**Run 1: selected gate families**

Scale: 6 px per µm.
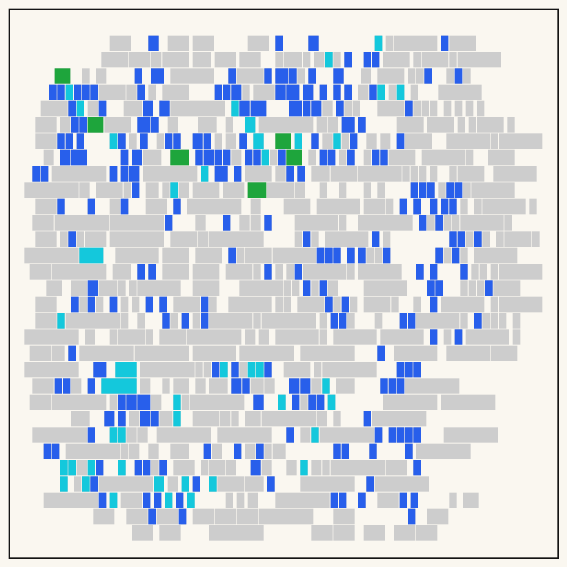
**Run 1: a small window of the routed layout**

Region (31, 12) to (61, 42) µm. Cells in gray, sequential cells in the stronger gray; small squares are vias.
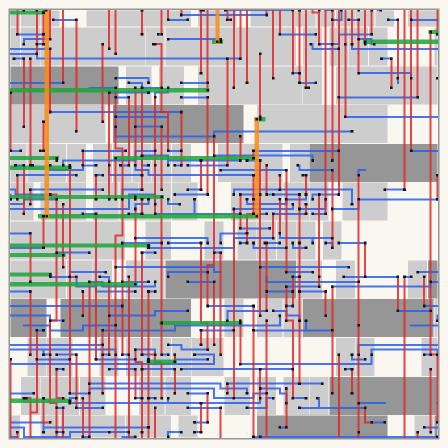
**Run 1: routed metal per tile**

Scale: 4 px per µm. 18 x 18 tiles, from white (low) to dark blue (high), scaled to the fullest tile. Values are wire area over tile area, all layers added.
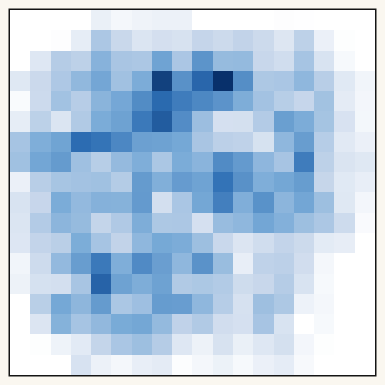
**Run 1: congestion heat map**

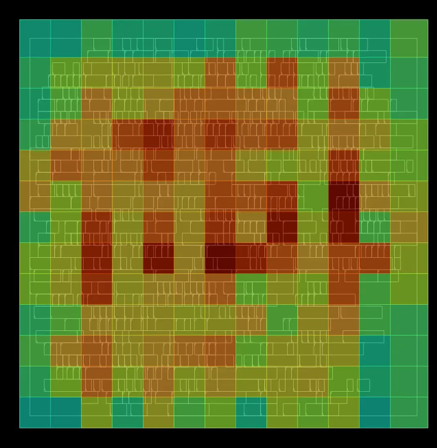
<file path="src/rtl/horner_pkg.sv">
// horner_pkg: shared types and defaults for the Horner polynomial evaluator.
//   state_t   - FSM state encoding used by horner_eval_engine
//   DEF_WIDTH - default data width (x, coefficients, accumulator, result)
//   DEF_DEG_W - default width of degree / coefficient address
//   MAX_DEG   - largest degree representable with a given degree width
// Build option: HORNER_SAT_EN (consumed by horner_mac) selects saturating
// accumulation instead of modular wrap.
package horner_pkg;

  typedef enum logic [2:0] {
    ST_IDLE  = 3'd0,
    ST_LOAD  = 3'd1,
    ST_RUN   = 3'd2,
    ST_WRITE = 3'd3,
    ST_HALT  = 3'd4
  } state_t;

  localparam int DEF_WIDTH = 8;
  localparam int DEF_DEG_W = 6;

  function automatic int MAX_DEG(input int deg_w);
    return (1 << deg_w) - 1;
  endfunction

endpackage

</file>
<file path="src/rtl/horner_mac.sv">
// horner_mac: one combinational Horner step, acc_next = floor(acc*x / 2**WIDTH) + coef.
// x is an unsigned Q0.WIDTH fraction, so keeping the upper half of the
// product is the fixed-point multiply.
// Ports:
//   acc      in  WIDTH  current accumulator
//   x        in  WIDTH  fractional operand
//   coef     in  WIDTH  coefficient being folded in
//   acc_next out WIDTH  next accumulator value
//   carry    out 1      sum exceeded WIDTH bits (overflow for this step)
// Build option: HORNER_SAT_EN defined clamps acc_next to all ones on carry;
// otherwise the sum wraps modulo 2**WIDTH.
module horner_mac #(
  parameter int WIDTH = 8
) (
  input  logic [WIDTH-1:0] acc,
  input  logic [WIDTH-1:0] x,
  input  logic [WIDTH-1:0] coef,
  output logic [WIDTH-1:0] acc_next,
  output logic             carry
);

  logic [2*WIDTH-1:0] prod;
  logic [WIDTH:0]     sum;

  assign prod  = {{WIDTH{1'b0}}, acc} * {{WIDTH{1'b0}}, x};
  // Truncate (floor) the fractional half, then add with one guard bit.
  assign sum   = {1'b0, prod[2*WIDTH-1:WIDTH]} + {1'b0, coef};
  assign carry = sum[WIDTH];

`ifdef HORNER_SAT_EN
  assign acc_next = carry ? {WIDTH{1'b1}} : sum[WIDTH-1:0];
`else
  assign acc_next = sum[WIDTH-1:0];
`endif

endmodule

</file>
<file path="src/rtl/horner_eval_engine.sv">
// horner_eval_engine: evaluates y = c[d]*x^d + ... + c[0] by Horner's rule,
// fetching one coefficient per cycle from an external 1-cycle-latency store.
// Ports:
//   clk       in  1      rising-edge clock
//   rst       in  1      asynchronous active-high reset
//   start     in  1      request evaluation (sampled in IDLE/HALT only)
//   fraction  in  WIDTH  x operand (Q0.WIDTH), latched on accepted start
//   degree    in  DEG_W  polynomial degree, latched on accepted start
//   coef_addr out DEG_W  coefficient index requested from the store
//   coef_in   in  WIDTH  store data, valid one cycle after coef_addr
//   result    out WIDTH  accumulator; final when we=1, held afterwards
//   we        out 1      one-cycle pulse marking the final result
//   halt      out 1      evaluation complete, waiting for start
//   busy      out 1      high during LOAD and RUN
//   ovf       out 1      sticky overflow of the current evaluation
// Build option: HORNER_SAT_EN (see horner_mac) selects saturation.
// Timing: accept edge ends cycle 0, LOAD is cycle 1, RUN cycles 2..d+2,
// WRITE (we) cycle d+3, HALT from cycle d+4. All outputs are registered.
module horner_eval_engine
  import horner_pkg::*;
#(
  parameter int WIDTH = DEF_WIDTH,
  parameter int DEG_W = DEF_DEG_W
) (
  input  logic             clk,
  input  logic             rst,
  input  logic             start,
  input  logic [WIDTH-1:0] fraction,
  input  logic [DEG_W-1:0] degree,
  output logic [DEG_W-1:0] coef_addr,
  input  logic [WIDTH-1:0] coef_in,
  output logic [WIDTH-1:0] result,
  output logic             we,
  output logic             halt,
  output logic             busy,
  output logic             ovf
);

  state_t           state_reg, state_next;
  logic             accept;

  logic [WIDTH-1:0] x_reg;
  logic [WIDTH-1:0] acc_reg;
  logic [DEG_W-1:0] d_reg;
  logic [DEG_W-1:0] remaining_reg;
  logic [DEG_W-1:0] addr_reg;
  logic             ovf_reg;
  logic             we_reg;
  logic             halt_reg;
  logic             busy_reg;

  logic [WIDTH-1:0] mac_acc;
  logic             mac_carry;

  horner_mac #(
    .WIDTH (WIDTH)
  ) u_mac (
    .acc      (acc_reg),
    .x        (x_reg),
    .coef     (coef_in),
    .acc_next (mac_acc),
    .carry    (mac_carry)
  );

  // FSM state register
  always_ff @(posedge clk or posedge rst) begin
    if (rst) begin
      state_reg <= ST_IDLE;
    end else begin
      state_reg <= state_next;
    end
  end

  // FSM next-state logic
  always_comb begin
    state_next = state_reg;
    accept     = 1'b0;
    case (state_reg)
      ST_IDLE, ST_HALT: begin
        if (start) begin
          accept     = 1'b1;
          state_next = ST_LOAD;
        end
      end
      ST_LOAD:  state_next = ST_RUN;
      ST_RUN: begin
        if (remaining_reg == '0) begin
          state_next = ST_WRITE;
        end
      end
      ST_WRITE: state_next = ST_HALT;
      default:  state_next = ST_IDLE;
    endcase
  end

  // Datapath and registered status outputs. Status flags are decoded from
  // state_next so that they line up with the state they describe.
  always_ff @(posedge clk or posedge rst) begin
    if (rst) begin
      x_reg         <= '0;
      acc_reg       <= '0;
      d_reg         <= '0;
      remaining_reg <= '0;
      addr_reg      <= '0;
      ovf_reg       <= 1'b0;
      we_reg        <= 1'b0;
      halt_reg      <= 1'b0;
      busy_reg      <= 1'b0;
    end else begin
      we_reg   <= (state_next == ST_WRITE);
      halt_reg <= (state_next == ST_HALT);
      busy_reg <= (state_next == ST_LOAD) || (state_next == ST_RUN);

      if (accept) begin
        x_reg         <= fraction;
        d_reg         <= degree;
        acc_reg       <= '0;
        ovf_reg       <= 1'b0;
        addr_reg      <= degree;
        remaining_reg <= degree;
      end

      if (state_reg == ST_LOAD) begin
        // The address runs one ahead of the coefficient being consumed.
        // For d=0 this wraps, but the fetched word is never used.
        addr_reg <= d_reg - DEG_W'(1);
      end

      if (state_reg == ST_RUN) begin
        acc_reg <= mac_acc;
        ovf_reg <= ovf_reg | mac_carry;
        if (remaining_reg != '0) begin
          remaining_reg <= remaining_reg - DEG_W'(1);
          addr_reg      <= addr_reg - DEG_W'(1);
        end
      end
    end
  end

  assign coef_addr = addr_reg;
  assign result    = acc_reg;
  assign we        = we_reg;
  assign halt      = halt_reg;
  assign busy      = busy_reg;
  assign ovf       = ovf_reg;

endmodule

</file>
<file path="config.mk">
export PLATFORM = sky130hd
export DESIGN_NAME = horner_eval_engine
export DESIGN_NICKNAME = d
export VERILOG_FILES = /design/src/rtl/horner_pkg.sv /design/src/rtl/horner_mac.sv /design/src/rtl/horner_eval_engine.sv
export SDC_FILE = /design/constraint.sdc
export NUM_CORES = 1
export LEC_CHECK = 0
export ABC_AREA = 1
export ABC_CLOCK_PERIOD_IN_PS = 6400
export CAP_MARGIN = 20
export CORE_MARGIN = 2
export CORE_UTILIZATION = 59
export CTS_BUF_LIST = sky130_fd_sc_hd__clkbuf_16
export DETAILED_ROUTE_END_ITERATION = 12
export GPL_ROUTABILITY_DRIVEN = 0
export PLACE_DENSITY = 0.82
export SETUP_SLACK_MARGIN = 0.05
export SLEW_MARGIN = 10
export SYNTH_ARGS = -nofsm -noshare
export SYNTH_HDL_FRONTEND = slang
export SYNTH_SLANG_ARGS = --single-unit
</file>
<file path="constraint.sdc">
create_clock -name clk -period 6.4 [get_ports clk]
set_input_delay 1.28 -clock clk [delete_from_list [all_inputs] [get_ports clk]]
set_output_delay 1.28 -clock clk [all_outputs]
set_load 0.03 [all_outputs]
</file>
==> flow_summary.toml, run 1 <==
# synthesis and place-and-route metrics
[run_status]
outcome = "completed"

[yosys]
syn-cell-area_um2 = 4490
yosys.cell_types.count = 30
synth_nets = 734
top_cell = "nand2_1"
ys_sh_aoi_pct = 8.42
simple_gate_area_share_pct = 24.5
yosys_warnings = 0
synth-xor-area-share_pct = 2.15
muxShareOfSynthArea_pct = 0

[route]
wl_met1_um = 4520
drt_iter0_markers = 292

[cts]
hold_buffers = 0
htree_levels = 2

[setup_path]
max_stage_delay_ns = 0.55
worst_path_max_delay_cell = "fa_1"
cp-endpoint = "result[6]"
cp_max_fo = 9

[floorplan]
ios = 43
num_tap_cells = 99
row_count = 31

[layout]
dominant_cells = "multi-input combinational cells"
insertedDiodeCount = 0
nClkBuffers = 5
lay_top_cells = "nand2_1 (189), inv_1 (134), ha_1 (44)"

[global_route]
met2_usage_pct = 47.5
antenna_found_initial = 0

[run]
openroad.warnings = 26

[sta]
hold_violations = 0
clock_skew_ns = 0.00545

[min_path]
hold_path_startpoint = "remaining_reg[0]"
About 'selected gate families':
| family | color | cells |
|---|---|---|
| AND-OR and OR-AND gates | green | 6 |
| NOR gates | cyan | 43 |
| NAND gates | blue | 224 |
Cell Count, Final, Fillers Out: 758
fraction of area in multi-input gates: 55.8%

About 'a small window of the routed layout':
| layer | color |
|---|---|
| met3 | green |
| met4 | orange |
| met2 | red |
| met1 | blue |
netlist names of flops here include: remaining_reg (6)
sequential cells in the window: 8
cells with their middle in the window: 89
most frequent: nand2_1 (21), inv_1 (14), o21ai_0 (10)

About 'routed metal per tile':
mean over tiles: 0.21
fullest tile: 0.70
tiles over half the peak: 18%
nearly empty tiles: 14%
emptiest ninth of the die: lower right
Total GRT Usage: 27.9%
routed wire length: 10,600 µm
routed vias: 4,023

About 'congestion heat map':
GR Layer Usage met1: 37.1%
met3 usage: 5.64%
Final Util: 69.9%

==> inputs of run 2 (changes only) <==
ABC_CLOCK_PERIOD_IN_PS = 5200   (was 6400)
clock period = 5.2 ns   (was 6.4 ns; I/O delays follow)
**Run 2: routed metal per tile**

Scale: 4 px per µm. 18 x 18 tiles, from white (low) to dark blue (high), scaled to the fullest tile. Values are wire area over tile area, all layers added.
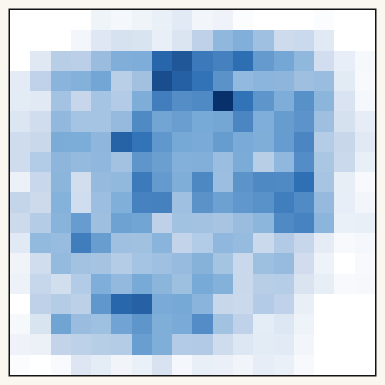
fullest tile: 0.72
tiles over half the peak: 21%
nearly empty tiles: 10%
emptiest ninth of the die: lower right
mean over tiles: 0.23
Total GRT Usage: 29.0%
routed wire length: 11,900 µm
routed vias: 4,253

==> flow_summary.toml, run 2 <==
# synthesis and place-and-route metrics
[yosys]
muxShareOfSynthArea_pct = 0
yosys_warnings = 0
yosys.cell_types.count = 30
syn-cell-area_um2 = 4490
simple_gate_area_share_pct = 24.5
synth_nets = 734
synth-xor-area-share_pct = 2.15

[layout]
fin_util_pct = 72.9
dominant_cells = "multi-input combinational cells"
lay_top_cells = "nand2_1 (187), inv_1 (135), clkdlybuf4s50_1 (42)"
nClkBuffers = 5
insertedDiodeCount = 0

[global_route]
grtUsageMet3_pct = 4.90
met2_usage_pct = 48.5
met1_usage_pct = 38.5
antenna_found_initial = 0

[cts]
htree_levels = 2
hold_buffers = 0

[run]
openroad.warnings = 26

[min_path]
hold_path_startpoint = "remaining_reg[0]"

[setup_path]
worst_path_max_delay_cell = "fa_1"
cp-endpoint = "result[6]"
cp_max_fo = 7

[floorplan]
ios = 43
num_tap_cells = 99
row_count = 31

[run_status]
outcome = "completed"

[route]
wl_met1_um = 4840
drt_iter0_markers = 372

[sta]
hold_violations = 0
**Run 2: selected gate families**

Scale: 6 px per µm.
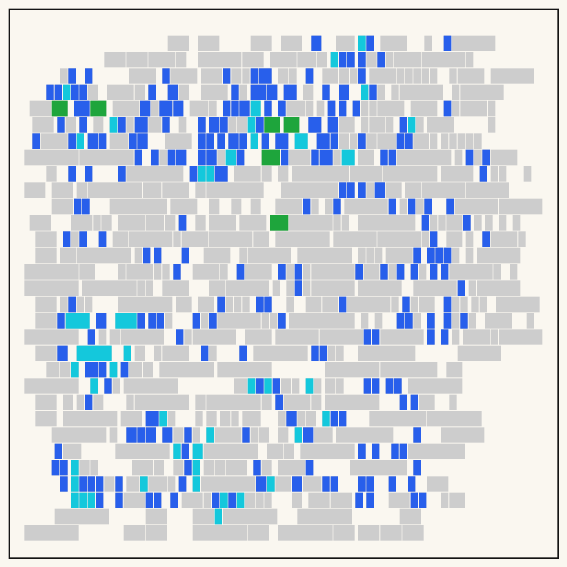
| family | color | cells |
|---|---|---|
| AND-OR and OR-AND gates | green | 6 |
| NOR gates | cyan | 43 |
| NAND gates | blue | 224 |
fraction of area in multi-input gates: 54.4%
Commonest Layout Cell: nand2_1
Cell Count, Final, Fillers Out: 778

